**Routed metal, one color a layer**

Scale bar: 20 um.
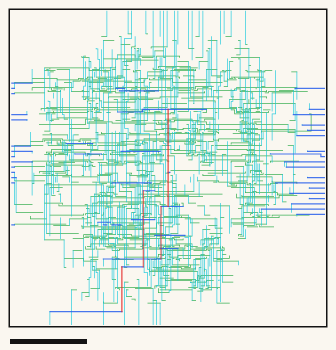
**Congestion heat map**

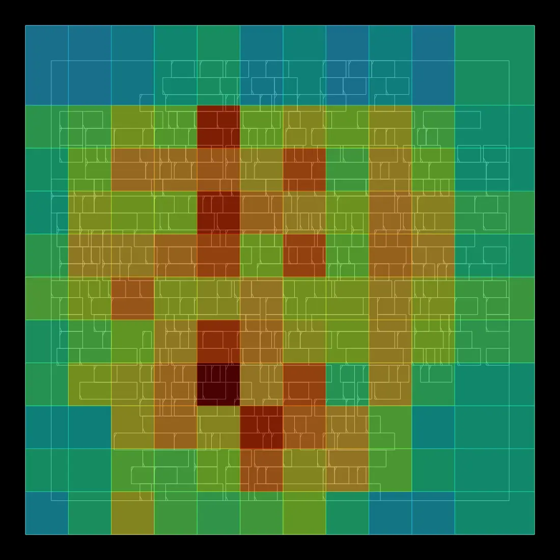
## config.mk

```make
export PLATFORM = sky130hd
export DESIGN_NAME = clock_set_ctrl_flat
export DESIGN_NICKNAME = d
export VERILOG_FILES = /design/src/rtl/clock_set_ctrl_if.sv /design/src/rtl/clock_set_ctrl.sv /design/src/flat_wrapper.sv
export SDC_FILE = /design/constraint.sdc
export NUM_CORES = 1
export LEC_CHECK = 0
export CAP_MARGIN = 20
export CORE_MARGIN = 4
export CORE_UTILIZATION = 45
export DETAILED_ROUTE_END_ITERATION = 16
export GPL_TIMING_DRIVEN = 0
export MAX_ROUTING_LAYER = met4
export PLACE_DENSITY = 0.81
export SLEW_MARGIN = 20
export SYNTH_ARGS = -nofsm -noshare
export SYNTH_HDL_FRONTEND = slang
export SYNTH_SLANG_ARGS = --single-unit
```

## constraint.sdc

```tcl
create_clock -name clk -period 2.08 [get_ports clk]
set_clock_uncertainty 0.15 [all_clocks]
set_input_delay 0.208 -clock clk [delete_from_list [all_inputs] [get_ports clk]]
set_output_delay 0.208 -clock clk [all_outputs]
set_load 0.05 [all_outputs]
```

## src/rtl/clock_set_ctrl_if.sv

```systemverilog
// Bundle between the button/counter front-end and the time-setting controller.
// The master side drives buttons, tick and live time; the slave side is the controller.
interface clock_set_ctrl_if;
  logic       tick_1hz;
  logic       btn_mode;
  logic       btn_inc;
  logic [3:0] cur_hour_10;
  logic [3:0] cur_hour1;
  logic [3:0] cur_min_10;
  logic [3:0] cur_min1;
  logic [3:0] cur_sec_10;
  logic [3:0] cur_sec1;
  logic       run_en;
  logic       load;
  logic [3:0] set_hour_10;
  logic [3:0] set_hour1;
  logic [3:0] set_min_10;
  logic [3:0] set_min1;
  logic [3:0] set_sec_10;
  logic [3:0] set_sec1;
  logic [1:0] edit_sel;
  logic       blink;

  modport master (
    output tick_1hz, btn_mode, btn_inc,
    output cur_hour_10, cur_hour1, cur_min_10, cur_min1, cur_sec_10, cur_sec1,
    input  run_en, load, edit_sel, blink,
    input  set_hour_10, set_hour1, set_min_10, set_min1, set_sec_10, set_sec1
  );

  modport slave (
    input  tick_1hz, btn_mode, btn_inc,
    input  cur_hour_10, cur_hour1, cur_min_10, cur_min1, cur_sec_10, cur_sec1,
    output run_en, load, edit_sel, blink,
    output set_hour_10, set_hour1, set_min_10, set_min1, set_sec_10, set_sec1
  );
endinterface

```

## src/rtl/clock_set_ctrl.sv

```systemverilog
// Time-setting controller: freezes the hh:mm:ss counters, edits a shadow copy field
// by field, then issues a one-cycle parallel load (or aborts after inactivity).
module clock_set_ctrl #(
  parameter int TIMEOUT_S = 30,
  parameter int TO_W      = 6
) (
  input logic             clk,
  input logic             rst,
  clock_set_ctrl_if.slave bus
);

  typedef enum logic [2:0] {RUN, SET_H, SET_M, SET_S, COMMIT} state_t;

  localparam logic [TO_W-1:0] TO_LAST = TO_W'(TIMEOUT_S - 1);

  state_t          state_reg;
  logic [TO_W-1:0] to_cnt_reg;
  logic            run_en_reg;
  logic            load_reg;
  logic            blink_reg;
  logic [1:0]      edit_sel_reg;
  logic [3:0]      set_hour_10_reg, set_hour1_reg;
  logic [3:0]      set_min_10_reg, set_min1_reg;
  logic [3:0]      set_sec_10_reg, set_sec1_reg;

  // Two-digit BCD increment that wraps to 00 after max_tens:max_ones.
  function automatic logic [7:0] bcd_inc(input logic [3:0] tens, input logic [3:0] ones,
                                         input logic [3:0] max_tens, input logic [3:0] max_ones);
    if (tens == max_tens && ones == max_ones) return 8'h00;
    else if (ones == 4'd9)                    return {tens + 4'd1, 4'd0};
    else                                      return {tens, ones + 4'd1};
  endfunction

  always_ff @(posedge clk or negedge rst) begin
    if (!rst) begin
      state_reg       <= RUN;
      to_cnt_reg      <= '0;
      run_en_reg      <= 1'b1;
      load_reg        <= 1'b0;
      blink_reg       <= 1'b0;
      edit_sel_reg    <= 2'b00;
      set_hour_10_reg <= '0;
      set_hour1_reg   <= '0;
      set_min_10_reg  <= '0;
      set_min1_reg    <= '0;
      set_sec_10_reg  <= '0;
      set_sec1_reg    <= '0;
    end else begin
      case (state_reg)
        RUN: begin
          load_reg  <= 1'b0;
          blink_reg <= 1'b0;
          if (bus.btn_mode) begin
            set_hour_10_reg <= bus.cur_hour_10;
            set_hour1_reg   <= bus.cur_hour1;
            set_min_10_reg  <= bus.cur_min_10;
            set_min1_reg    <= bus.cur_min1;
            set_sec_10_reg  <= bus.cur_sec_10;
            set_sec1_reg    <= bus.cur_sec1;
            state_reg       <= SET_H;
            run_en_reg      <= 1'b0;
            edit_sel_reg    <= 2'b01;
            to_cnt_reg      <= '0;
          end
        end
        SET_H, SET_M, SET_S: begin
          // Mode takes priority so a coincident inc never touches the field being left.
          if (bus.btn_mode) begin
            to_cnt_reg <= '0;
            if (state_reg == SET_H) begin
              state_reg    <= SET_M;
              edit_sel_reg <= 2'b10;
            end else if (state_reg == SET_M) begin
              state_reg    <= SET_S;
              edit_sel_reg <= 2'b11;
            end else begin
              state_reg    <= COMMIT;
              edit_sel_reg <= 2'b00;
              load_reg     <= 1'b1;
              blink_reg    <= 1'b0;
            end
          end else if (bus.btn_inc) begin
            to_cnt_reg <= '0;
            blink_reg  <= 1'b0;
            if (state_reg == SET_H)
              {set_hour_10_reg, set_hour1_reg} <= bcd_inc(set_hour_10_reg, set_hour1_reg, 4'd2, 4'd3);
            else if (state_reg == SET_M)
              {set_min_10_reg, set_min1_reg} <= bcd_inc(set_min_10_reg, set_min1_reg, 4'd5, 4'd9);
            else
              {set_sec_10_reg, set_sec1_reg} <= bcd_inc(set_sec_10_reg, set_sec1_reg, 4'd5, 4'd9);
          end else if (bus.tick_1hz) begin
            if (to_cnt_reg == TO_LAST) begin
              state_reg    <= RUN;
              run_en_reg   <= 1'b1;
              edit_sel_reg <= 2'b00;
              blink_reg    <= 1'b0;
              to_cnt_reg   <= '0;
            end else begin
              to_cnt_reg <= to_cnt_reg + 1'b1;
              blink_reg  <= ~blink_reg;
            end
          end
        end
        COMMIT: begin
          state_reg  <= RUN;
          load_reg   <= 1'b0;
          run_en_reg <= 1'b1;
        end
        default: begin
          state_reg    <= RUN;
          load_reg     <= 1'b0;
          run_en_reg   <= 1'b1;
          blink_reg    <= 1'b0;
          edit_sel_reg <= 2'b00;
          to_cnt_reg   <= '0;
        end
      endcase
    end
  end

  assign bus.run_en      = run_en_reg;
  assign bus.load        = load_reg;
  assign bus.blink       = blink_reg;
  assign bus.edit_sel    = edit_sel_reg;
  assign bus.set_hour_10 = set_hour_10_reg;
  assign bus.set_hour1   = set_hour1_reg;
  assign bus.set_min_10  = set_min_10_reg;
  assign bus.set_min1    = set_min1_reg;
  assign bus.set_sec_10  = set_sec_10_reg;
  assign bus.set_sec1    = set_sec1_reg;

endmodule

```

## src/flat_wrapper.sv

```systemverilog
// flat-port wrapper written by rule: the top's interface ports become plain ports
module clock_set_ctrl_flat 
#(
  parameter int TIMEOUT_S = 30,
  parameter int TO_W      = 6
)
  (clk, rst, bus_tick_1hz, bus_btn_mode, bus_btn_inc, bus_cur_hour_10, bus_cur_hour1, bus_cur_min_10, bus_cur_min1, bus_cur_sec_10, bus_cur_sec1, bus_run_en, bus_load, bus_edit_sel, bus_blink, bus_set_hour_10, bus_set_hour1, bus_set_min_10, bus_set_min1, bus_set_sec_10, bus_set_sec1);
  clock_set_ctrl_if bus_i ();
  input logic clk;
  input logic rst;
  input wire logic [$bits(bus_i.tick_1hz)-1:0] bus_tick_1hz;
  input wire logic [$bits(bus_i.btn_mode)-1:0] bus_btn_mode;
  input wire logic [$bits(bus_i.btn_inc)-1:0] bus_btn_inc;
  input wire logic [$bits(bus_i.cur_hour_10)-1:0] bus_cur_hour_10;
  input wire logic [$bits(bus_i.cur_hour1)-1:0] bus_cur_hour1;
  input wire logic [$bits(bus_i.cur_min_10)-1:0] bus_cur_min_10;
  input wire logic [$bits(bus_i.cur_min1)-1:0] bus_cur_min1;
  input wire logic [$bits(bus_i.cur_sec_10)-1:0] bus_cur_sec_10;
  input wire logic [$bits(bus_i.cur_sec1)-1:0] bus_cur_sec1;
  output wire logic [$bits(bus_i.run_en)-1:0] bus_run_en;
  output wire logic [$bits(bus_i.load)-1:0] bus_load;
  output wire logic [$bits(bus_i.edit_sel)-1:0] bus_edit_sel;
  output wire logic [$bits(bus_i.blink)-1:0] bus_blink;
  output wire logic [$bits(bus_i.set_hour_10)-1:0] bus_set_hour_10;
  output wire logic [$bits(bus_i.set_hour1)-1:0] bus_set_hour1;
  output wire logic [$bits(bus_i.set_min_10)-1:0] bus_set_min_10;
  output wire logic [$bits(bus_i.set_min1)-1:0] bus_set_min1;
  output wire logic [$bits(bus_i.set_sec_10)-1:0] bus_set_sec_10;
  output wire logic [$bits(bus_i.set_sec1)-1:0] bus_set_sec1;
  assign bus_i.tick_1hz = bus_tick_1hz;
  assign bus_i.btn_mode = bus_btn_mode;
  assign bus_i.btn_inc = bus_btn_inc;
  assign bus_i.cur_hour_10 = bus_cur_hour_10;
  assign bus_i.cur_hour1 = bus_cur_hour1;
  assign bus_i.cur_min_10 = bus_cur_min_10;
  assign bus_i.cur_min1 = bus_cur_min1;
  assign bus_i.cur_sec_10 = bus_cur_sec_10;
  assign bus_i.cur_sec1 = bus_cur_sec1;
  assign bus_run_en = bus_i.run_en;
  assign bus_load = bus_i.load;
  assign bus_edit_sel = bus_i.edit_sel;
  assign bus_blink = bus_i.blink;
  assign bus_set_hour_10 = bus_i.set_hour_10;
  assign bus_set_hour1 = bus_i.set_hour1;
  assign bus_set_min_10 = bus_i.set_min_10;
  assign bus_set_min1 = bus_i.set_min1;
  assign bus_set_sec_10 = bus_i.set_sec_10;
  assign bus_set_sec1 = bus_i.set_sec1;
  clock_set_ctrl #(.TIMEOUT_S(TIMEOUT_S), .TO_W(TO_W)) u_core (.clk(clk), .rst(rst), .bus(bus_i));
endmodule
```

==> PnR_summary.wiki <==
=== Physical design figures ===
{| class="wikitable"
! Metric !! Value
|-
| Int Power || 2.524 mW
|-
| I/O pin total || 58
|-
| Worst-case hold slack || 0.1680 ns
|-
| Top achievable clock speed || 498.7 MHz
|-
| Crit path max-delay family || buffers and inverters
|-
| Crit end category || register
|-
| Group drawing the most power || combinational cells
|-
| Outcome || finished clean
|-
| Multiplexer fraction of the synthesized cell area || 0.04082
|-
| Total Nets Final || 371
|-
| Number of antenna-violating nets in the routed design || 0
|-
| Antenna violations before repair || 0
|-
| Worst Hold Class || in -> async
|-
| Highest fanout seen on the critical path || 10
|-
| Launching element of the worst setup path || bus_btn_mode
|-
| Worst path depth || 6
|-
| Worst EP required || 2.12 ns
|-
| Number of buffers outside the clock class in the layout || 71
|-
| Seq group || 1.41 mW
|-
| Critical-path cell with the highest stage delay || clkdlybuf4s50_1
|-
| List of most frequent post-synthesis cells || dfrtp_1 (37), nand2_1 (23), o21ai_0 (20)
|-
| Wire length of the first global-routing pass || 10,030 um
|-
| Chip width || 81.82 um
|-
| Area taken by multi-input logic gates || 0.001388 sq mm
|-
| Switching Power || 2.540 mW
|-
| Worst-case clock buffer depth || 2
|-
| Post-synthesis cell area || 0.002452 sq mm
|-
| FP Core Util || 0.4712
|-
| Area of all placed cells without fillers || 0.003243 sq mm
|-
| Ratio of routed vias to standard cells || 5.659
|-
| Vertical die dimension || 81.82 um
|-
| Synth Seq Share || 0.3883
|-
| Synthesized netlist net count || 303
|-
| Post-synth tally of flip-flops with integrated enable || 0
|-
| Fraction of the mapped netlist area in compound gates || 0.2617
|-
| Total clock sinks || 38
|-
| Final critical-path required period || 2.005 ns
|-
| Number of hold-repair buffers added at the cts stage || 1
|-
| Iteration tally of the first detailed-router pass || 4
|-
| Detailed-route wire length || 6029 um
|-
| Combinational gate power || 3.16 mW
|-
| Sequential cell area || 955.9 sq um
|-
| Relative area change from synthesis to final layout || 32.24%
|-
| Transition at the pin with the smallest max-transition slack || 0.5514 ns
|-
| Met2 track demand over resource in global routing || 0.3223
|}
About 'routed metal, one color a layer':
metal 1: shown in green, wire length 2,740 um. metal 2: shown in cyan, wire length 2,900 um. metal 4: shown in red, wire length 70.0 um. metal 3: shown in blue, wire length 319 um.

About 'congestion heat map':
post-DR wirelength/cell: 15.11 um
GRT Overall Usage: 0.1976
GR Util met1: 0.2445
busiest layer in global routing: met2

Power figures rest on the tool's default switching activity, not on a simulated workload.
